## config.mk

```make
export PLATFORM = sky130hd
export DESIGN_NAME = complex_alu_issue
export DESIGN_NICKNAME = d
export VERILOG_FILES = /design/src/rtl/complex_alu_issue_pkg.sv /design/src/rtl/sync_fifo.sv /design/src/rtl/complex_alu_issue.sv
export SDC_FILE = /design/constraint.sdc
export NUM_CORES = 1
export LEC_CHECK = 0
export CAP_MARGIN = 20
export CORE_AREA = 2 2 160 162
export CTS_CLUSTER_DIAMETER = 200
export DETAILED_ROUTE_END_ITERATION = 7
export DIE_AREA = 0 0 162 164
export MAX_ROUTING_LAYER = met4
export PLACE_DENSITY = 0.83
export SLEW_MARGIN = 20
export SYNTH_ARGS = -nofsm -noshare
export SYNTH_HDL_FRONTEND = slang
export SYNTH_SLANG_ARGS = --single-unit
```

## constraint.sdc

```tcl
create_clock -name clk -period 7.9 [get_ports clk]
set_input_delay 1.58 -clock clk [delete_from_list [all_inputs] [get_ports clk]]
set_output_delay 1.58 -clock clk [all_outputs]
set_load 0.01 [all_outputs]
```

## src/rtl/complex_alu_issue_pkg.sv

```systemverilog
// Shared constants and control-word helpers for the complex_alu issue/retire controller.
package complex_alu_issue_pkg;

  localparam int ALUMODE_WIDTH = 4;
  localparam int INMODE_WIDTH  = 5;
  localparam int OPMODE_WIDTH  = 7;
  localparam int DATA_WIDTH    = 32;
  localparam int NUM_CORES     = 4;

  localparam logic [ALUMODE_WIDTH-1:0] ALUMODE_ADD    = 4'b0000;
  localparam logic [ALUMODE_WIDTH-1:0] ALUMODE_ZMINUS = 4'b0011;
  localparam logic [OPMODE_WIDTH-1:0]  OPMODE_MUL     = 7'b0000101;
  localparam logic [INMODE_WIDTH-1:0]  INMODE_A2B2    = 5'b00000;

  typedef logic [DATA_WIDTH-1:0] data_t;

  // Conjugate multiply negates the products feeding cores 2 and 4 (core 1 is the MSB word).
  function automatic logic [NUM_CORES*ALUMODE_WIDTH-1:0] alumode_word(input logic conj);
    logic [NUM_CORES*ALUMODE_WIDTH-1:0] w;
    if (conj) begin
      w = {ALUMODE_ADD, ALUMODE_ZMINUS, ALUMODE_ADD, ALUMODE_ZMINUS};
    end else begin
      w = {NUM_CORES{ALUMODE_ADD}};
    end
    return w;
  endfunction

endpackage

```

## src/rtl/sync_fifo.sv

```systemverilog
// Synchronous first-word-fall-through FIFO with occupancy count; reads as zero when empty.
module sync_fifo #(
  parameter int WIDTH = 32,
  parameter int DEPTH = 8
) (
  input  logic                   clk,
  input  logic                   i_rst_n,
  input  logic                   i_wr_en,
  input  logic [WIDTH-1:0]       i_wr_data,
  input  logic                   i_rd_en,
  output logic [WIDTH-1:0]       o_rd_data,
  output logic                   o_empty,
  output logic [$clog2(DEPTH):0] o_count
);

  localparam int AW = $clog2(DEPTH);
  localparam int CW = AW + 1;

  logic [WIDTH-1:0] r_mem [DEPTH];
  logic [AW-1:0]    r_wr_ptr;
  logic [AW-1:0]    r_rd_ptr;
  logic [CW-1:0]    r_count;
  logic             w_full;
  logic             w_wr;
  logic             w_rd;

  assign o_empty = (r_count == {CW{1'b0}});
  assign w_full  = (r_count == CW'(DEPTH));
  assign w_rd    = i_rd_en && !o_empty;
  // A full FIFO may still accept when the head leaves on the same edge.
  assign w_wr    = i_wr_en && (!w_full || w_rd);

  always_ff @(posedge clk) begin
    if (w_wr) begin
      r_mem[r_wr_ptr] <= i_wr_data;
    end
  end

  always_ff @(posedge clk) begin
    if (!i_rst_n) begin
      r_wr_ptr <= {AW{1'b0}};
      r_rd_ptr <= {AW{1'b0}};
      r_count  <= {CW{1'b0}};
    end else begin
      if (w_wr) begin
        r_wr_ptr <= r_wr_ptr + AW'(1);
      end
      if (w_rd) begin
        r_rd_ptr <= r_rd_ptr + AW'(1);
      end
      case ({w_wr, w_rd})
        2'b10:   r_count <= r_count + CW'(1);
        2'b01:   r_count <= r_count - CW'(1);
        default: r_count <= r_count;
      endcase
    end
  end

  assign o_rd_data = o_empty ? {WIDTH{1'b0}} : r_mem[r_rd_ptr];
  assign o_count   = r_count;

endmodule

```

## src/rtl/complex_alu_issue.sv

```systemverilog
// Issue/retire controller for complex_alu: decodes operations into DSP control words,
// tags them through the fixed ALU latency and buffers results behind a credit-checked FIFO.
module complex_alu_issue
  import complex_alu_issue_pkg::*;
#(
  parameter int ALU_LAT    = 4,
  parameter int FIFO_DEPTH = 8
) (
  input  logic        clk,
  input  logic        rst,
  input  logic        s_valid,
  output logic        s_ready,
  input  logic        s_op_conj,
  input  logic [31:0] s_x,
  input  logic [31:0] s_y,
  output logic [15:0] alumode,
  output logic [19:0] inmode,
  output logic [27:0] opmode,
  output logic [3:0]  cea2,
  output logic [3:0]  ceb2,
  output logic [3:0]  usemult,
  output logic [31:0] din_1,
  output logic [31:0] din_2,
  input  logic [31:0] alu_dout,
  output logic        m_valid,
  input  logic        m_ready,
  output logic [31:0] m_data
);

  localparam int CNT_W = $clog2(FIFO_DEPTH) + 1;
  localparam int CRD_W = $clog2(FIFO_DEPTH + ALU_LAT + 1) + 1;

  logic [ALU_LAT-1:0] r_track;
  logic [15:0]        r_alumode;
  logic [19:0]        r_inmode;
  logic [27:0]        r_opmode;
  logic [3:0]         r_cea2;
  logic [3:0]         r_ceb2;
  logic [3:0]         r_usemult;
  data_t              r_din_1;
  data_t              r_din_2;

  logic               w_issue;
  logic               w_push;
  logic               w_pop;
  logic               w_fifo_empty;
  logic [CNT_W-1:0]   w_fifo_count;
  logic [CRD_W-1:0]   w_inflight;
  logic [CRD_W-1:0]   w_credit;

  assign w_issue = s_valid && s_ready;
  assign w_push  = r_track[ALU_LAT-1];
  assign w_pop   = m_valid && m_ready;

  always_comb begin
    w_inflight = {CRD_W{1'b0}};
    for (int i = 0; i < ALU_LAT; i++) begin
      w_inflight = w_inflight + CRD_W'(r_track[i]);
    end
  end

  // Every in-flight op already owns a FIFO slot, so a push can never be refused.
  assign w_credit = w_inflight + CRD_W'(w_fifo_count);
  assign s_ready  = (w_credit < CRD_W'(FIFO_DEPTH));

  always_ff @(posedge clk) begin
    if (!rst) begin
      r_track <= {ALU_LAT{1'b0}};
    end else begin
      r_track <= (r_track << 1) | ALU_LAT'(w_issue);
    end
  end

  always_ff @(posedge clk) begin
    if (!rst) begin
      r_alumode <= 16'h0000;
      r_inmode  <= 20'h00000;
      r_opmode  <= 28'h0000000;
      r_cea2    <= 4'h0;
      r_ceb2    <= 4'h0;
      r_usemult <= 4'h0;
      r_din_1   <= 32'h0000_0000;
      r_din_2   <= 32'h0000_0000;
    end else if (w_issue) begin
      r_alumode <= alumode_word(s_op_conj);
      r_inmode  <= {NUM_CORES{INMODE_A2B2}};
      r_opmode  <= {NUM_CORES{OPMODE_MUL}};
      r_cea2    <= 4'hF;
      r_ceb2    <= 4'hF;
      r_usemult <= 4'hF;
      r_din_1   <= s_x;
      r_din_2   <= s_y;
    end else begin
      r_cea2    <= 4'h0;
      r_ceb2    <= 4'h0;
    end
  end

  sync_fifo #(
    .WIDTH (DATA_WIDTH),
    .DEPTH (FIFO_DEPTH)
  ) u_result_fifo (
    .clk       (clk),
    .i_rst_n   (rst),
    .i_wr_en   (w_push),
    .i_wr_data (alu_dout),
    .i_rd_en   (w_pop),
    .o_rd_data (m_data),
    .o_empty   (w_fifo_empty),
    .o_count   (w_fifo_count)
  );

  assign m_valid = !w_fifo_empty;
  assign alumode = r_alumode;
  assign inmode  = r_inmode;
  assign opmode  = r_opmode;
  assign cea2    = r_cea2;
  assign ceb2    = r_ceb2;
  assign usemult = r_usemult;
  assign din_1   = r_din_1;
  assign din_2   = r_din_2;

endmodule

```

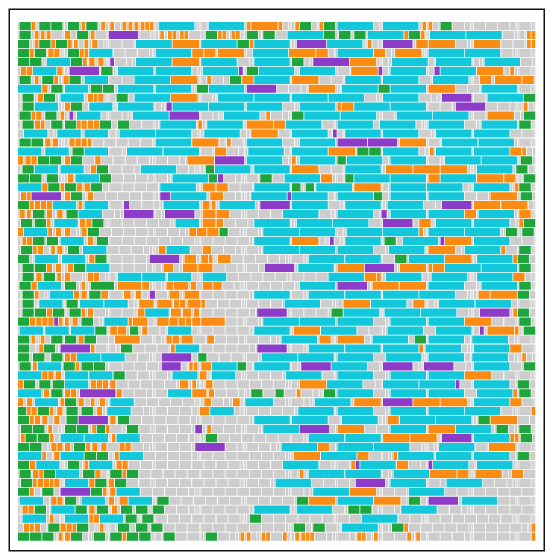
(placed cells, one colour a class)
Fill, decap, tap and diode cells in grey.
[purple] clock drivers and dummy loads | cells: 61
[orange] remaining logic cells | cells: 450
[green] remaining buffers and delay cells | cells: 236
[cyan] sequential cells | cells: 339
Final Util: 67.6%
core area: 0.0248 mm2

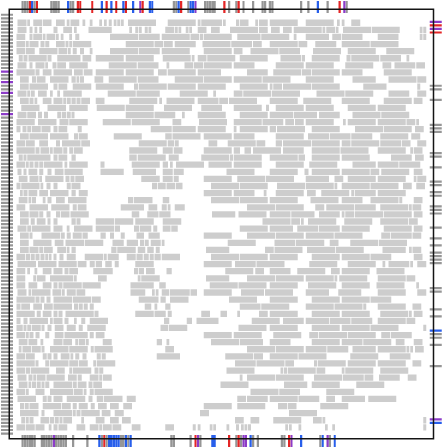
(I/O pins on the die edge)
Pins as bars across the die edge, other pins in grey.
[purple] `alumode` | pins: 16 | direction: output | edge: 6 bottom, 4 left, 3 top, 3 right
[red] `inmode` | pins: 20 | direction: output | edge: 13 top, 5 bottom, 2 right
[blue] `opmode` | pins: 28 | direction: output | edge: 14 bottom, 12 top, 2 right
all pins by edge: 119 left, 60 bottom, 58 top, 38 right
Die Y: 164 um
chip width: 162 um
I/O Buffers: 222

==> results.toml <==
# yosys + openroad results
[layout]
drive_gt1_share_pct = 13.4
num-clock-buffers = 48
lay_top_cells = "edfxtp_1, clkdlybuf4s50_1, dfxtp_1, nand2_1, o21ai_0"
dominant_cells = "sequential cells"
clockNetworkAreaShare_pct = 6.53

[setup_path]
critical_path_depth = 5
path_cells = "buf_4 -> mux4_2 -> mux2i_1 -> nor2_1 -> clkdlybuf4s50_1"
crit_path_end_kind = "output pin"
cp_top_family = "buffers and inverters"
reg2reg_depth = 12
regToRegStartpoint = "u_result_fifo.o_count[1]"
critPathArrivalTime_ns = 3.43
cpMaxStageDelayCell = "dfxtp_4"

[clock_network]
ctsHoldBuffers = 0
cts_setup_buffers = 0
insertion_delay_ns = 0.52
cts_root_buffer = "clkbuf_16"
htree_levels = 2

[place]
placed_area_mm2 = 0.0157
placed_cells = 1354

[final_timing]
post-route-period-util_pct = 63.4
rsz0062_at_grt = "no"
fmax_mhz = 200

[power_and_ir_drop]
p_seq_mw = 1.96
seq_power_share_pct = 51.4
p_clk_share_pct = 41.4

[logic_synthesis]
ys_area_mm2 = 0.0135
ys_seq_share_pct = 69.3
synth.distinct_cells = 38
synthCells = 863
edf_count = 256
yosys_cells = 863
simple_gate_area_share_pct = 6.72

[global_route]
grt_max_degree = 132

[run_status]
status = "finished clean"

[drt]
ant_nets = 0
vias = 7688
